==> config.mk <==
export PLATFORM = sky130hd
export DESIGN_NAME = scope_spi
export DESIGN_NICKNAME = d
export VERILOG_FILES = /design/src/rtl/scope_pkg.sv /design/src/rtl/scope_sync.sv /design/src/rtl/scope_spi.sv
export SDC_FILE = /design/constraint.sdc
export NUM_CORES = 1
export LEC_CHECK = 0
export CAP_MARGIN = 25
export CORE_ASPECT_RATIO = 0.75
export CORE_UTILIZATION = 53
export DETAILED_ROUTE_END_ITERATION = 12
export GPL_ROUTABILITY_DRIVEN = 0
export PLACE_DENSITY = 0.89
export SLEW_MARGIN = 20
export SYNTH_ARGS = -nofsm -noshare
export SYNTH_HDL_FRONTEND = slang
export SYNTH_SLANG_ARGS = --single-unit
==> constraint.sdc <==
create_clock -name clk -period 2.4 [get_ports clk]
set_clock_uncertainty 0.2 [all_clocks]
set_input_delay 0.36 -clock clk [delete_from_list [all_inputs] [get_ports clk]]
set_output_delay 0.36 -clock clk [all_outputs]
set_load 0.01 [all_outputs]
==> src/rtl/scope_pkg.sv <==
// scope_pkg: shared constants for the scope SPI slave front end.
// Byte width, bit-counter width and the default mid-byte idle limit.
package scope_pkg;

    localparam int SPI_BITS        = 8;
    localparam int CNT_W           = $clog2(SPI_BITS);
    localparam int TIMEOUT_CYC_DEF = 255;

endpackage

==> src/rtl/scope_sync.sv <==
// scope_sync: STAGES-deep synchroniser with registered rise/fall events.
// Ports: clk, reset_n (async low), d (async in), rise/fall (1-cycle events).
module scope_sync #(
    parameter int   STAGES  = 2,
    parameter logic RST_VAL = 1'b0
) (
    input  logic clk,
    input  logic reset_n,
    input  logic d,
    output logic rise,
    output logic fall
);

    logic [STAGES-1:0] sync_q, sync_d;
    logic              dly_q, dly_d;
    logic              rise_q, rise_d;
    logic              fall_q, fall_d;

    always_comb begin
        sync_d = {sync_q[STAGES-2:0], d};
        dly_d  = sync_q[STAGES-1];
        rise_d = sync_q[STAGES-1] & ~dly_q;
        fall_d = ~sync_q[STAGES-1] & dly_q;
    end

    always_ff @(posedge clk or negedge reset_n) begin
        if (!reset_n) begin
            sync_q <= {STAGES{RST_VAL}};
            dly_q  <= RST_VAL;
            rise_q <= 1'b0;
            fall_q <= 1'b0;
        end else begin
            sync_q <= sync_d;
            dly_q  <= dly_d;
            rise_q <= rise_d;
            fall_q <= fall_d;
        end
    end

    assign rise = rise_q;
    assign fall = fall_q;

endmodule

==> src/rtl/scope_spi.sv <==
// scope_spi: SPI mode-0 slave, bytes out on dout/drequest, din shifted on miso.
// Ports: clk, reset_n, sclk/mosi/ss_n in, miso/miso_oe/select/dout/drequest/
// frame_err out, din in. Option macro SCOPE_SPI_TIMEOUT_EN adds a mid-byte
// idle timeout of TIMEOUT_CYC clocks.
module scope_spi
    import scope_pkg::*;
#(
    parameter int SYNC_STAGES = 2,
    parameter int TIMEOUT_CYC = TIMEOUT_CYC_DEF
) (
    input  logic                clk,
    input  logic                reset_n,
    input  logic                sclk,
    input  logic                mosi,
    input  logic                ss_n,
    output logic                miso,
    output logic                miso_oe,
    output logic                select,
    output logic [SPI_BITS-1:0] dout,
    output logic                drequest,
    input  logic [SPI_BITS-1:0] din,
    output logic                frame_err
);

    if (SYNC_STAGES < 2) begin : g_bad_sync
        $error("SYNC_STAGES must be at least 2");
    end
    if (TIMEOUT_CYC < 2) begin : g_bad_timeout
        $error("TIMEOUT_CYC must be at least 2");
    end

    logic sclk_rise, sclk_fall;
    logic ss_rise, ss_fall;

    scope_sync #(.STAGES(SYNC_STAGES), .RST_VAL(1'b0)) u_sclk_sync (
        .clk     (clk),
        .reset_n (reset_n),
        .d       (sclk),
        .rise    (sclk_rise),
        .fall    (sclk_fall)
    );

    // ss_n idles high, so its chain resets high to avoid a false deselect.
    scope_sync #(.STAGES(SYNC_STAGES), .RST_VAL(1'b1)) u_ss_sync (
        .clk     (clk),
        .reset_n (reset_n),
        .d       (ss_n),
        .rise    (ss_rise),
        .fall    (ss_fall)
    );

    // One stage longer than the sync chain so it lines up with the
    // registered sclk event.
    logic [SYNC_STAGES:0] mosi_q, mosi_d;
    logic                 mosi_s;

    assign mosi_d = {mosi_q[SYNC_STAGES-1:0], mosi};
    assign mosi_s = mosi_q[SYNC_STAGES];

    // rx/tx keep only the bits still needed: rx's top bit and din[7]
    // go straight to dout and miso respectively.
    logic                select_q, select_d;
    logic [CNT_W-1:0]    cnt_q, cnt_d;
    logic [SPI_BITS-2:0] rx_q, rx_d;
    logic [SPI_BITS-2:0] tx_q, tx_d;
    logic                miso_q, miso_d;
    logic [SPI_BITS-1:0] dout_q, dout_d;
    logic                drequest_q, drequest_d;
    logic                ferr_q, ferr_d;

`ifdef SCOPE_SPI_TIMEOUT_EN
    localparam int IDLE_W = $clog2(TIMEOUT_CYC + 1);
    logic [IDLE_W-1:0] idle_q, idle_d;
`endif

    always_comb begin
        select_d   = select_q;
        cnt_d      = cnt_q;
        rx_d       = rx_q;
        tx_d       = tx_q;
        miso_d     = miso_q;
        dout_d     = dout_q;
        drequest_d = 1'b0;
        ferr_d     = ferr_q;
`ifdef SCOPE_SPI_TIMEOUT_EN
        idle_d     = '0;
`endif
        if (ss_fall) begin
            select_d = 1'b1;
            cnt_d    = '0;
            tx_d     = din[SPI_BITS-2:0];
            miso_d   = din[SPI_BITS-1];
            ferr_d   = 1'b0;
        end else if (ss_rise) begin
            // Deselect beats a coincident sclk event, so an 8th rise
            // landing here is lost and counted as a short frame.
            if (select_q) begin
                select_d = 1'b0;
                miso_d   = 1'b0;
                cnt_d    = '0;
                if (cnt_q != '0) begin
                    ferr_d = 1'b1;
                end
            end
        end else if (select_q) begin
            if (sclk_rise) begin
                rx_d  = {rx_q[SPI_BITS-3:0], mosi_s};
                cnt_d = cnt_q + 1'b1;
                if (cnt_q == CNT_W'(SPI_BITS - 1)) begin
                    dout_d     = {rx_q, mosi_s};
                    drequest_d = 1'b1;
                end
            end else if (sclk_fall) begin
                if (cnt_q == '0) begin
                    tx_d   = din[SPI_BITS-2:0];
                    miso_d = din[SPI_BITS-1];
                end else begin
                    tx_d   = {tx_q[SPI_BITS-3:0], 1'b0};
                    miso_d = tx_q[SPI_BITS-2];
                end
            end
`ifdef SCOPE_SPI_TIMEOUT_EN
            if (!sclk_rise && !sclk_fall && cnt_q != '0) begin
                if (idle_q == IDLE_W'(TIMEOUT_CYC - 1)) begin
                    cnt_d  = '0;
                    rx_d   = '0;
                    tx_d   = din[SPI_BITS-2:0];
                    miso_d = din[SPI_BITS-1];
                    ferr_d = 1'b1;
                end else begin
                    idle_d = idle_q + 1'b1;
                end
            end
`endif
        end
    end

    always_ff @(posedge clk or negedge reset_n) begin
        if (!reset_n) begin
            mosi_q     <= '0;
            select_q   <= 1'b0;
            cnt_q      <= '0;
            rx_q       <= '0;
            tx_q       <= '0;
            miso_q     <= 1'b0;
            dout_q     <= '0;
            drequest_q <= 1'b0;
            ferr_q     <= 1'b0;
        end else begin
            mosi_q     <= mosi_d;
            select_q   <= select_d;
            cnt_q      <= cnt_d;
            rx_q       <= rx_d;
            tx_q       <= tx_d;
            miso_q     <= miso_d;
            dout_q     <= dout_d;
            drequest_q <= drequest_d;
            ferr_q     <= ferr_d;
        end
    end

`ifdef SCOPE_SPI_TIMEOUT_EN
    always_ff @(posedge clk or negedge reset_n) begin
        if (!reset_n) begin
            idle_q <= '0;
        end else begin
            idle_q <= idle_d;
        end
    end
`endif

    assign miso      = miso_q;
    assign miso_oe   = select_q;
    assign select    = select_q;
    assign dout      = dout_q;
    assign drequest  = drequest_q;
    assign frame_err = ferr_q;

endmodule

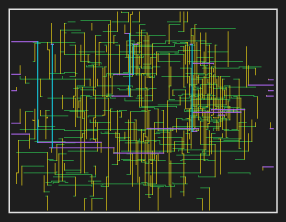
Figure 1: metal layers overlaid.
(4 px per um)
legend:
  green:
    layer: metal 1
    wire_length: 1120 um
  cyan:
    layer: metal 4
    wire_length: 95.9 um
  purple:
    layer: metal 3
    wire_length: 126 um
  yellow:
    layer: metal 2
    wire_length: 1400 um
total detailed-routing wirelength: 2.74 mm
via count: 1025
GRT Total Usage: 0.200
mean routed wirelength per cell: 14.1 um

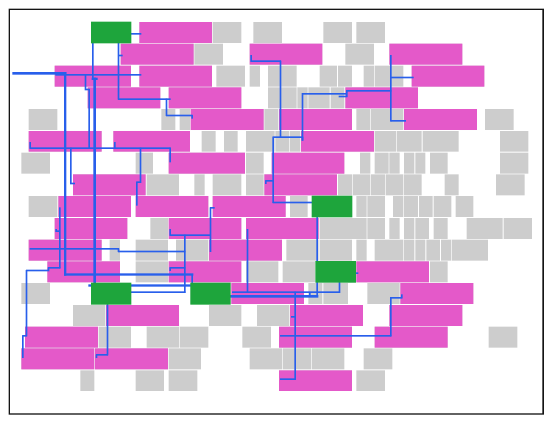
Figure 2: clock distribution.
(8 px per um)
legend:
  magenta:
    item: flip-flops
    count: 42
  green:
    item: clock drivers
    count: 5
  blue:
    item: clock wires
    length: 410 um
flops lie: all over the die
routed clock nets: 6
clk pwr: 0.000414 W
Clk pwr share: 0.271

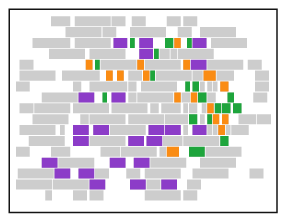
Figure 3: selected gate families.
(4 px per um)
legend:
  green:
    family: nand cells
    cells: 18
  purple:
    family: mux cells
    cells: 23
  orange:
    family: aoi and oai cells
    cells: 16
Non-Filler Instances: 194
combinational share of cell area: 0.276
dominant logic cell type in the layout: dfrtp_1

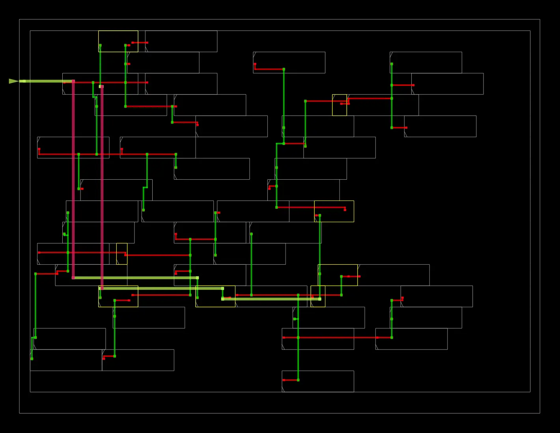
Figure 4: clock nets.
Late-Pin Clk Latency: 280 ps
clkbuf count: 6
CTS Buf Count: 5
flop count: 42

==> CHANGELOG.md <==
### Physical design

* Status: finished, violations left
* Failing checks: negative hold slack
* R2R depth at 7
* Critical Path AT at 1370 ps
* First DRT Iteration DRCs at 77
* Type of the most critical hold path: input port to asynchronous set/reset pin
* Distinct lib cells used at 23
* Drc violations at 0
* Via density per instance at 5.28
* Setup slack, reg-to-reg at 540 ps
* Worst slew pin tran at 865 ps
* Adder-cell share of the synthesized area at 0.0227
* CP Capture Point: miso_oe
* Worst path depth at 1
* Final worst-path cycle share at 0.802
* Number of synthesized flops with an enable pin at 0
* Max Cap Viol at 0
* Cells after synthesis at 126
* Gates resized, CTS repair at 0
* Total chip power at 0.00153 W
* Mapped Area at 0.00166 sq mm
* Design area at 0.00202 sq mm
* Syn Nets at 142
* Global-route wire length before repair at 4.75 mm
* Leading cell types in the layout, fill and taps excluded: dfrtp_1, clkdlybuf4s50_1, mux2_2
* Std cell rows at 17
* Final setup TNS at 0 ps
* Final #Nets at 171
* Hold Slack at -16.8 ps
* Minimum clock period at 1930 ps
* Achievable clock frequency at 519 MHz
* CP Class: flip-flop to output port
* Synth area leader: dfrtp_1
* Yosys stat chip area at 0.00166 sq mm
* CTS H-Tree Depth at 2
* Final Hold Vio Count at 15
* Floorplan utilization at 0.560
-- registers in the layout, summed over array words and instances, names as in the netlist --
signal and cells:
dout 8, rx_q 7, tx_q 7, cnt_q 3, mosi_q 3, u_sclk_sync.sync_q 2, u_ss_sync.sync_q 2, drequest 1
frame_err 1, miso 1, miso_oe 1, u_sclk_sync.dly_q 1, u_sclk_sync.fall 1, u_sclk_sync.rise 1, u_ss_sync.dly_q 1, u_ss_sync.fall 1
u_ss_sync.rise 1
-- routing by layer --
| metal | wire length, um | track usage | up-vias | share of wire |
|---|---|---|---|---|
| met4 | 95 | 0.124 | 0 | 0.035 |
| li1 | - | - | 480 | - |
| met2 | 1400 | 0.311 | 34 | 0.51 |
| met3 | 126 | 0.0523 | 10 | 0.046 |
| met1 | 1120 | 0.250 | 501 | 0.41 |
| met5 | 0 | 0 | - | 0 |
-- logic make-up (layout without fill, tap and decap cells) --
logic type / after synthesis / in the layout
DFF: 42 / 42
AOI/OAI and AO/OA: 16 / 16
and+or+nand+nor: 32 / 32
muxes: 23 / 23
buffers and inverters: 10 / 40
adders and majority gates: 3 / 3
-- through the flow --
stage | instances | setup WS [ps]
floorplan | 126 | 775
global placement | 186 | 700
detailed placement | 186 | 571
CTS | 194 | 472
global route | 194 | 413
finish | 194 | 475
-- area by class of cell --
type,instances,area (sq um)
repair buffers,27,260
fillers,201,936
clock buffers,6,72.6
multi-input cells,74,557
clock inverters,2,10.0
flip-flops and latches,42,1050
well taps,38,47.5
inverters,5,18.8
-- power breakdown --
| group | internal [W] | switching, W |
|---|---|---|
| registers | 0.000805 | 0.0000716 |
| logic | 0.000132 | 0.000103 |
| clock network | 0.000201 | 0.000213 |
| total | 0.00114 | 0.000388 |
Power is estimated from default activity; no workload was simulated.
